Fig. 1: cell outlines without signal wires
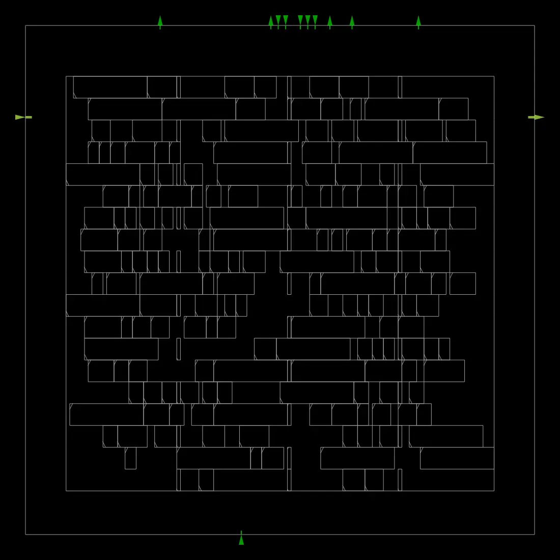
Fig. 2: logic cells by family
The bar under the picture is 20 um long.
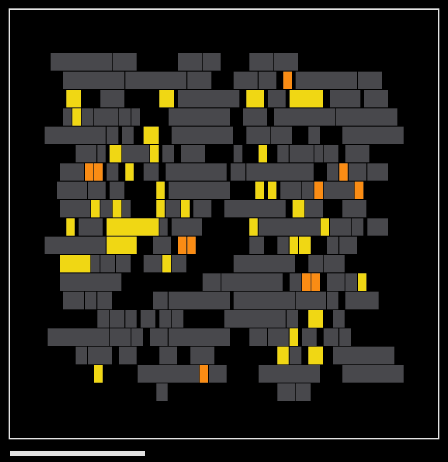
Fig. 3: wiring by layer
The bar under the picture is 20 um long.
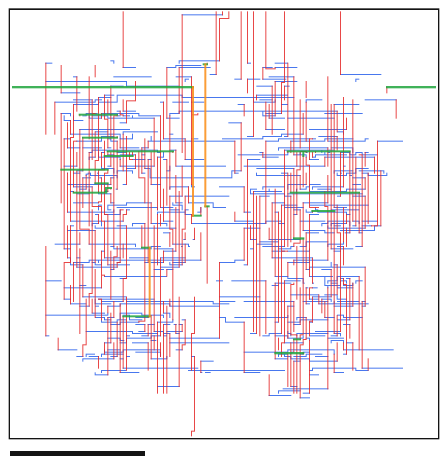
$ cat src/rtl/dsm_bridge_driver_if.sv
// Bus between the delta-sigma modulator side and the H-bridge gate driver:
// code/control inputs in, four gate drives and status flags out.
interface dsm_bridge_driver_if;
  logic [1:0] pwm;
  logic       enable;
  logic       fault;
  logic       fault_clr;
  logic       hi_a;
  logic       lo_a;
  logic       hi_b;
  logic       lo_b;
  logic       fault_flag;
  logic       code_err;

  modport master (
    output pwm, enable, fault, fault_clr,
    input  hi_a, lo_a, hi_b, lo_b, fault_flag, code_err
  );

  modport slave (
    input  pwm, enable, fault, fault_clr,
    output hi_a, lo_a, hi_b, lo_b, fault_flag, code_err
  );
endinterface

$ cat src/rtl/dsm_bridge_driver.sv
// Full H-bridge gate driver fed by a three-level modulator code. Each leg runs
// its own OFF/LO/HI/DEAD machine with break-before-make dead time and min on-time.
module dsm_bridge_driver #(
  parameter int DEAD   = 4,
  parameter int MIN_ON = 8,
  parameter int CNT_W  = 8
) (
  input  logic                 clock,
  input  logic                 reset,
  dsm_bridge_driver_if.slave   bus
);

  typedef enum logic [1:0] {
    ST_OFF  = 2'd0,
    ST_LO   = 2'd1,
    ST_HI   = 2'd2,
    ST_DEAD = 2'd3
  } leg_state_e;

  localparam logic [CNT_W-1:0] DEAD_LD = CNT_W'(DEAD - 1);
  localparam logic [CNT_W-1:0] MINON_LD = CNT_W'(MIN_ON - 1);

  logic [1:0] pwm_q;
  logic       code_err_q;
  logic       fault_flag_q;
  logic       fault_flag_d;
  logic       kill;
  logic [1:0] target_hi;
  logic [1:0] hi_g;
  logic [1:0] lo_g;

  // Set dominates clear so a persisting fault can never be cleared away.
  assign fault_flag_d = bus.fault | (fault_flag_q & ~bus.fault_clr);

  // Raw fault is included so the gates drop on the same edge that latches the flag.
  assign kill = ~bus.enable | fault_flag_q | bus.fault;

  assign target_hi[0] = (pwm_q == 2'b01);
  assign target_hi[1] = (pwm_q == 2'b11);

  always_ff @(posedge clock or posedge reset) begin
    if (reset) begin
      pwm_q        <= 2'b00;
      code_err_q   <= 1'b0;
      fault_flag_q <= 1'b0;
    end else begin
      pwm_q        <= bus.pwm;
      code_err_q   <= (bus.pwm == 2'b10);
      fault_flag_q <= fault_flag_d;
    end
  end

  genvar gi;
  generate
    for (gi = 0; gi < 2; gi++) begin : g_leg
      leg_state_e       state_q;
      leg_state_e       state_d;
      leg_state_e       target_side;
      logic [CNT_W-1:0] cnt_q;
      logic [CNT_W-1:0] cnt_d;
      logic             hi_q;
      logic             lo_q;
      logic             hi_d;
      logic             lo_d;

      assign target_side = target_hi[gi] ? ST_HI : ST_LO;

      always_ff @(posedge clock or posedge reset) begin
        if (reset) begin
          state_q <= ST_OFF;
          cnt_q   <= '0;
          hi_q    <= 1'b0;
          lo_q    <= 1'b0;
        end else begin
          state_q <= state_d;
          cnt_q   <= cnt_d;
          hi_q    <= hi_d;
          lo_q    <= lo_d;
        end
      end

      always_comb begin
        state_d = state_q;
        cnt_d   = cnt_q;
        if (kill) begin
          state_d = ST_OFF;
          cnt_d   = '0;
        end else begin
          case (state_q)
            ST_OFF: begin
              state_d = target_side;
              cnt_d   = MINON_LD;
            end
            ST_LO, ST_HI: begin
              if (cnt_q != '0) begin
                cnt_d = cnt_q - CNT_W'(1);
              end else if (target_side != state_q) begin
                state_d = ST_DEAD;
                cnt_d   = DEAD_LD;
              end
            end
            ST_DEAD: begin
              // Dead time always runs to completion, even if the target reverted.
              if (cnt_q != '0) begin
                cnt_d = cnt_q - CNT_W'(1);
              end else begin
                state_d = target_side;
                cnt_d   = MINON_LD;
              end
            end
            default: begin
              state_d = ST_OFF;
              cnt_d   = '0;
            end
          endcase
        end
      end

      always_comb begin
        hi_d = (state_d == ST_HI);
        lo_d = (state_d == ST_LO);
      end

      assign hi_g[gi] = hi_q;
      assign lo_g[gi] = lo_q;
    end
  endgenerate

  assign bus.hi_a       = hi_g[0];
  assign bus.lo_a       = lo_g[0];
  assign bus.hi_b       = hi_g[1];
  assign bus.lo_b       = lo_g[1];
  assign bus.fault_flag = fault_flag_q;
  assign bus.code_err   = code_err_q;

endmodule

$ cat src/flat_wrapper.sv
// flat-port wrapper written by rule: the top's interface ports become plain ports
module dsm_bridge_driver_flat 
#(
  parameter int DEAD   = 4,
  parameter int MIN_ON = 8,
  parameter int CNT_W  = 8
)
  (clock, reset, bus_pwm, bus_enable, bus_fault, bus_fault_clr, bus_hi_a, bus_lo_a, bus_hi_b, bus_lo_b, bus_fault_flag, bus_code_err);
  dsm_bridge_driver_if bus_i ();
  input  logic clock;
  input  logic reset;
  input wire logic [$bits(bus_i.pwm)-1:0] bus_pwm;
  input wire logic [$bits(bus_i.enable)-1:0] bus_enable;
  input wire logic [$bits(bus_i.fault)-1:0] bus_fault;
  input wire logic [$bits(bus_i.fault_clr)-1:0] bus_fault_clr;
  output wire logic [$bits(bus_i.hi_a)-1:0] bus_hi_a;
  output wire logic [$bits(bus_i.lo_a)-1:0] bus_lo_a;
  output wire logic [$bits(bus_i.hi_b)-1:0] bus_hi_b;
  output wire logic [$bits(bus_i.lo_b)-1:0] bus_lo_b;
  output wire logic [$bits(bus_i.fault_flag)-1:0] bus_fault_flag;
  output wire logic [$bits(bus_i.code_err)-1:0] bus_code_err;
  assign bus_i.pwm = bus_pwm;
  assign bus_i.enable = bus_enable;
  assign bus_i.fault = bus_fault;
  assign bus_i.fault_clr = bus_fault_clr;
  assign bus_hi_a = bus_i.hi_a;
  assign bus_lo_a = bus_i.lo_a;
  assign bus_hi_b = bus_i.hi_b;
  assign bus_lo_b = bus_i.lo_b;
  assign bus_fault_flag = bus_i.fault_flag;
  assign bus_code_err = bus_i.code_err;
  dsm_bridge_driver #(.DEAD(DEAD), .MIN_ON(MIN_ON), .CNT_W(CNT_W)) u_core (.clock(clock), .reset(reset), .bus(bus_i));
endmodule
$ cat config.mk
export PLATFORM = sky130hd
export DESIGN_NAME = dsm_bridge_driver_flat
export DESIGN_NICKNAME = d
export VERILOG_FILES = /design/src/rtl/dsm_bridge_driver_if.sv /design/src/rtl/dsm_bridge_driver.sv /design/src/flat_wrapper.sv
export SDC_FILE = /design/constraint.sdc
export NUM_CORES = 1
export LEC_CHECK = 0
export ABC_CLOCK_PERIOD_IN_PS = 2850
export CAP_MARGIN = 10
export CORE_MARGIN = 5
export CORE_UTILIZATION = 57
export DETAILED_ROUTE_END_ITERATION = 8
export MAX_ROUTING_LAYER = met4
export PLACE_DENSITY_LB_ADDON = 0.08
export SLEW_MARGIN = 10
export SYNTH_ARGS = -nofsm -noshare
export SYNTH_HDL_FRONTEND = slang
export SYNTH_SLANG_ARGS = --single-unit
$ cat constraint.sdc
create_clock -name clock -period 2.85 [get_ports clock]
set_input_delay 0.57 -clock clock [delete_from_list [all_inputs] [get_ports clock]]
set_output_delay 0.57 -clock clock [all_outputs]
set_load 0.005 [all_outputs]
==> out/results.ini <==
[run_status]
status = complete, no violations

[layout]
fin_util = 0.6538
postLayoutCellArea_mm2 = 0.001803
lay_top_count = dfrtp_1
nFillCells = 223
final_cell_mix = dfrtp_1, nor2_1, a21oi_1, clkdlybuf4s50_1, inv_1

[power_and_ir_drop]
power_mw = 0.6779
p_int_mw = 0.5042
p_sw_frac = 0.2562
power_density_mw_per_mm2 = 376.0
total_leakage_power_nw = 0.8313
power.group.top = registers

[floorplan]
core_area_mm2 = 0.002758
ios = 13
dieArea_mm2 = 0.004027

[grt]
grt_use_met3 = 0.02309
use_met1 = 0.2241
grtUsageTotal = 0.1931
antenna_found_initial = 0

[detailed_routing]
wl_met1_um = 1447
vias = 1361
drcViolationCount = 0
routed_wl_um = 3465
ant_nets = 0
wl_met2_um = 1858
wl_per_cell_um = 16.19
dr.pass1.iters = 4
vias_per_cell = 6.360

[worst_hold_path]
min-delay-start = u_core.g_leg[1].cnt_q[7]$_DFFE_PP0P_
hp-class = reg -> reg

[timing]
fmax_ghz = 0.4288
hold_viol = 0
rsz0062_at_grt = no
max_slew_margin = 0.5879
hold_ws_ns = 0.5569
setup_tns_ns = 0
setup_viol = 0

[setup_path]
endpoint_kind = flip-flop
worstSetupPathType = reg -> reg
arrival_ns = 2.56
crit_path_max_fanout = 8
crit_chain = inv_1 -> ha_1 -> or4b_4 -> or2_4 -> a2111oi_4 -> o21ai_0 -> o31ai_1

[synthesis]
synth_xor_xnor_area_share = 0.01613
synth.most_common_cell = dfrtp_1
yosys.area.top_type = dfrtp_1
compound_area_frac = 0.2220
synth_cell_types = 44
synth_area_mm2 = 0.001629
synthTopCellsByCount = dfrtp_1, nor2_1, a21oi_1
synth-adder-area-share = 0.04608
syn_inst = 170
yosys.area_share.simple = 0.2465

[clock_tree]
clk_latency_ns = 0.32
cts_tree = yes
htreeDepth = 1
cts-root-buf = clkbuf_4
clk_path_buf_depth = 2

[place]
globalplace.congestion = 0.8842
io_buffers = 12

[flow_run]
tool_warnings = 28
cap_viol_max_count = 0

-- Fig. 1 (at the start) --
Well Taps: 31
Seq cells: 28
# rows: 19

-- Fig. 2 (at the start) --
| family | colour | cells | most used |
|---|---|---|---|
| inverters | orange | 11 | inv_1 |
| NOR gates | yellow | 33 | nor2_1 |

-- Fig. 3 (at the start) --
| layer | colour | wire length |
|---|---|---|
| metal 2 | red | 1860 um |
| metal 4 | orange | 50.3 um |
| metal 1 | blue | 1450 um |
| metal 3 | green | 110 um |

## cell type report
class                   instances  area [um^2]  area share
flip-flops and latches         28        700.7      0.3886
repair buffers                 14        135.1     0.07495
multi-input cells             127        864.6      0.4795
inverters                      11        41.29     0.02290
well taps                      31        38.79     0.02151
clock buffers                   3        22.52     0.01249
## sequential cells by signal, summed over array words and instances, names as in the netlist
name and cells:
u_core.pwm_q 2, u_core.bus.lo_a 1, u_core.bus.code_err 1, u_core.bus.lo_b 1
u_core.bus.fault_flag 1, u_core.bus.hi_a 1, u_core.bus.hi_b 1, u_core.g_leg.state_q 4
u_core.g_leg.cnt_q 16
